<file path="src/rtl/plru_array.sv">
// Tree-PLRU replacement state for an N-way, M-set cache. Victim lookups have one cycle of latency, and a sequencer clears one set per cycle on flush.
// Optional PLRU_INVALID_FIRST_EN: a lookup picks the lowest-index invalid way ahead of the PLRU walk.
module plru_array #(
  parameter int NUM_WAYS = 4,
  parameter int NUM_SETS = 64
) (
  input  logic                        clk_i,
  input  logic                        rstn_i,
  input  logic                        flush_i,
  output logic                        busy_o,
  input  logic                        lookup_valid_i,
  input  logic [$clog2(NUM_SETS)-1:0] lookup_set_i,
  input  logic [NUM_WAYS-1:0]         lookup_way_valid_i,
  output logic                        victim_valid_o,
  output logic [$clog2(NUM_WAYS)-1:0] victim_way_o,
  input  logic                        touch_valid_i,
  input  logic [$clog2(NUM_SETS)-1:0] touch_set_i,
  input  logic [$clog2(NUM_WAYS)-1:0] touch_way_i
);

  localparam int AGE_WIDTH = NUM_WAYS - 1;
  localparam int WAY_WIDTH = $clog2(NUM_WAYS);
  localparam int SET_WIDTH = $clog2(NUM_SETS);

  typedef enum logic {IDLE, FLUSH} state_t;

  state_t                 state;
  logic [SET_WIDTH-1:0]   flush_cnt;
  logic [AGE_WIDTH-1:0]   age [NUM_SETS];
  logic [AGE_WIDTH-1:0]   lookup_bits;
  logic [AGE_WIDTH-1:0]   touch_bits;
  logic [WAY_WIDTH-1:0]   victim_next;

  // Node bits along the path point away from the touched way.
  function automatic logic [AGE_WIDTH-1:0] apply_touch(input logic [AGE_WIDTH-1:0] bits,
                                                       input logic [WAY_WIDTH-1:0] way);
    logic [AGE_WIDTH-1:0] res;
    int node;
    res  = bits;
    node = 0;
    for (int l = 0; l < WAY_WIDTH; l++) begin
      res[node] = ~way[WAY_WIDTH-1-l];
      node      = way[WAY_WIDTH-1-l] ? 2*node + 2 : 2*node + 1;
    end
    return res;
  endfunction

  function automatic logic [WAY_WIDTH-1:0] victim_walk(input logic [AGE_WIDTH-1:0] bits);
    logic [WAY_WIDTH-1:0] way;
    int node;
    way  = '0;
    node = 0;
    for (int l = 0; l < WAY_WIDTH; l++) begin
      way[WAY_WIDTH-1-l] = bits[node];
      node               = bits[node] ? 2*node + 2 : 2*node + 1;
    end
    return way;
  endfunction

  assign touch_bits = apply_touch(age[touch_set_i], touch_way_i);

  // A touch to the queried set in the same cycle is forwarded into the walk.
  always_comb begin
    lookup_bits = age[lookup_set_i];
    if (touch_valid_i && (touch_set_i == lookup_set_i))
      lookup_bits = apply_touch(lookup_bits, touch_way_i);
  end

`ifdef PLRU_INVALID_FIRST_EN
  always_comb begin
    victim_next = victim_walk(lookup_bits);
    for (int i = NUM_WAYS - 1; i >= 0; i--)
      if (!lookup_way_valid_i[i]) victim_next = WAY_WIDTH'(i);
  end
`else
  assign victim_next = victim_walk(lookup_bits);
  logic unused_mask;
  assign unused_mask = &{1'b0, lookup_way_valid_i};
`endif

  always_ff @(posedge clk_i or negedge rstn_i) begin
    if (!rstn_i) begin
      for (int s = 0; s < NUM_SETS; s++) age[s] <= '0;
    end else if (state == FLUSH) begin
      age[flush_cnt] <= '0;
    end else if (touch_valid_i) begin
      age[touch_set_i] <= touch_bits;
    end
  end

  always_ff @(posedge clk_i or negedge rstn_i) begin
    if (!rstn_i) begin
      state          <= IDLE;
      flush_cnt      <= '0;
      busy_o         <= 1'b0;
      victim_valid_o <= 1'b0;
      victim_way_o   <= '0;
    end else begin
      victim_valid_o <= 1'b0;
      case (state)
        IDLE: begin
          if (lookup_valid_i) begin
            victim_valid_o <= 1'b1;
            victim_way_o   <= victim_next;
          end
          if (flush_i) begin
            state     <= FLUSH;
            busy_o    <= 1'b1;
            flush_cnt <= '0;
          end
        end
        FLUSH: begin
          if (flush_i) begin
            flush_cnt <= '0;
          end else if (flush_cnt == SET_WIDTH'(NUM_SETS - 1)) begin
            state     <= IDLE;
            busy_o    <= 1'b0;
            flush_cnt <= '0;
          end else begin
            flush_cnt <= flush_cnt + SET_WIDTH'(1);
          end
        end
        default: state <= IDLE;
      endcase
    end
  end

endmodule

</file>
<file path="config.mk">
export PLATFORM = sky130hd
export DESIGN_NAME = plru_array
export DESIGN_NICKNAME = d
export VERILOG_FILES = /design/src/rtl/plru_array.sv
export SDC_FILE = /design/constraint.sdc
export NUM_CORES = 1
export LEC_CHECK = 0
export CAP_MARGIN = 0
export CORE_ASPECT_RATIO = 1.2
export CORE_UTILIZATION = 60
export DETAILED_ROUTE_END_ITERATION = 7
export PLACE_DENSITY = 0.77
export REMOVE_ABC_BUFFERS = 1
export SYNTH_ARGS = -nofsm -noshare
export SYNTH_HDL_FRONTEND = slang
export SYNTH_SLANG_ARGS = --single-unit
</file>
<file path="constraint.sdc">
create_clock -name clk_i -period 3.8 [get_ports clk_i]
set_input_delay 0.57 -clock clk_i [delete_from_list [all_inputs] [get_ports clk_i]]
set_output_delay 0.57 -clock clk_i [all_outputs]
set_load 0.03 [all_outputs]
</file>
==> images/clk_routes.png <==
The bar under the picture is 50 um long.
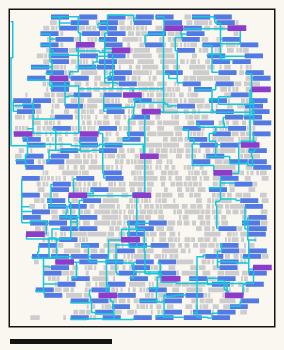
Key: clock wires = cyan [length 2540 um]; clock drivers = purple [count 22]; flip-flops = blue [count 203]
There are 23 routed clock nets. Position of the flops: all over the die.

==> images/io_placement.png <==
Pins as bars across the die edge, other pins in gray.
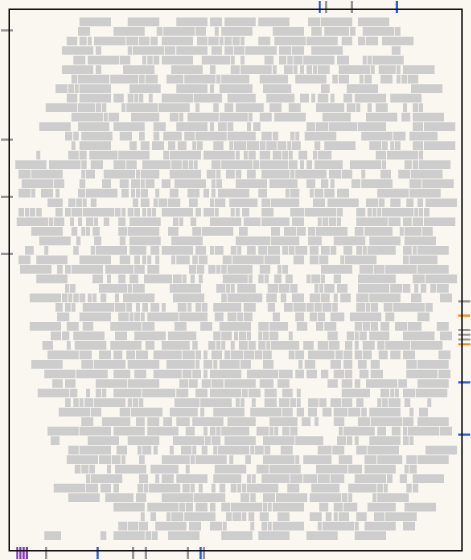
Key: lookup_set_i = blue [pins 6, direction input, edge 2 bottom, 2 top, 2 right]; lookup_way_valid_i = purple [pins 4, direction input, edge bottom]; victim_way_o = orange [pins 2, direction output, edge right]
All pins by edge: 11 bottom, 8 right, 4 left, 4 top.

==> images/placement.png <==
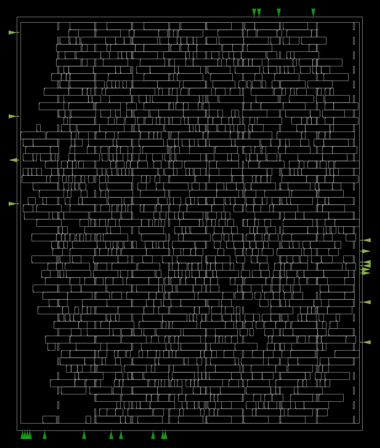
Seq area share: 39.4%
tap cell count: 256

==> summary.rpt <==
RUN STATUS
----------------------------------------------------------------------------
Status                                                          finished clean

DETAILED ROUTING
----------------------------------------------------------------------------
Number of design rule violations left after detail routing                 0

PWR
----------------------------------------------------------------------------
Leading power group                                             sequential cells
Clock network power                                                  2160 uW
Cell-internal power                                                  3600 uW
Power Sequential                                                     2200 uW

CLOCK NETWORK
----------------------------------------------------------------------------
Worst-skew pair later-pin latency                                     530 ps
Root Driver                                                        clkbuf_16
Clock tree from TritonCTS                                               done

PLACE
----------------------------------------------------------------------------
Placed Cells incl. Taps                                                 1315
Routability-driven placement congestion ratio                           1.02
PortBufs                                                                  22

STA
----------------------------------------------------------------------------
Transition time at the pin with the least slew margin                1140 ps
Clock skew                                                           34.4 ps

LOGIC SYNTHESIS
----------------------------------------------------------------------------
Flip-flop and latch count after synthesis                                203
Xor-xnor portion of the synthesized cell area                         0.604%
Number of flops mapped to enable cells by yosys                            0
Yosys warns                                                                0
Total cells reported by yosys after synthesis                           1066
Share of synthesized cell area in and, or, nand and nor gates          13.6%

FLOORPLANNING
----------------------------------------------------------------------------
Total number of placement rows                                            55
Die footprint                                                    19900 sq um

CRITICAL PATH
----------------------------------------------------------------------------
Data arrival, critical path                                          3500 ps
Largest fanout on the critical path                                       22
Class of the most critical setup path                           input pin to register
Cell-by-cell trace of the critical path                         buf_2 > buf_4 > nand2b_1 > o221a_2 > a221oi_1 > a211o_1 > o21ai_1 > o31ai_1
Crit path depth                                                            8

GRT
----------------------------------------------------------------------------
Met2 demand-to-capacity share in global routing                        58.8%
Most used routing layer                                                 met2
Global-route met3 utilization                                          13.4%

CELLS AND AREA
----------------------------------------------------------------------------
Top logic cell by instance count in the layout                       dfrtp_1
Antenna diode count                                                        0

## final timing paths
path	slack (ps)	end
worst max register to register	800	age[23]$_DFFE_PN0P_
max in group asynchronous	2710	age[55]$_DFFE_PN0P_
worst min register to register	490	age[108]$_DFFE_PN0P_
min in group clk_i	490	age[108]$_DFFE_PN0P_
worst max-delay path	720	age[44]$_DFFE_PN0P_
worst min-delay path	180	age[5]$_DFFE_PN0P_
## final cells by class
type,count,area (sq um)
clock buffer,32,648
timing repair buffer,83,732
tap,256,320
multi-input combinational,763,6000
clock inverter,8,82.6
sequential,203,5080
fill,1426,6020
inverter,10,37.5
## sequential cells by signal (all words and copies together), names as in the netlist
register	cells
age	192
flush_cnt	6
victim_way_o	2
busy_o	1
state	1
victim_valid_o	1
Power is estimated from default activity; no workload was simulated.
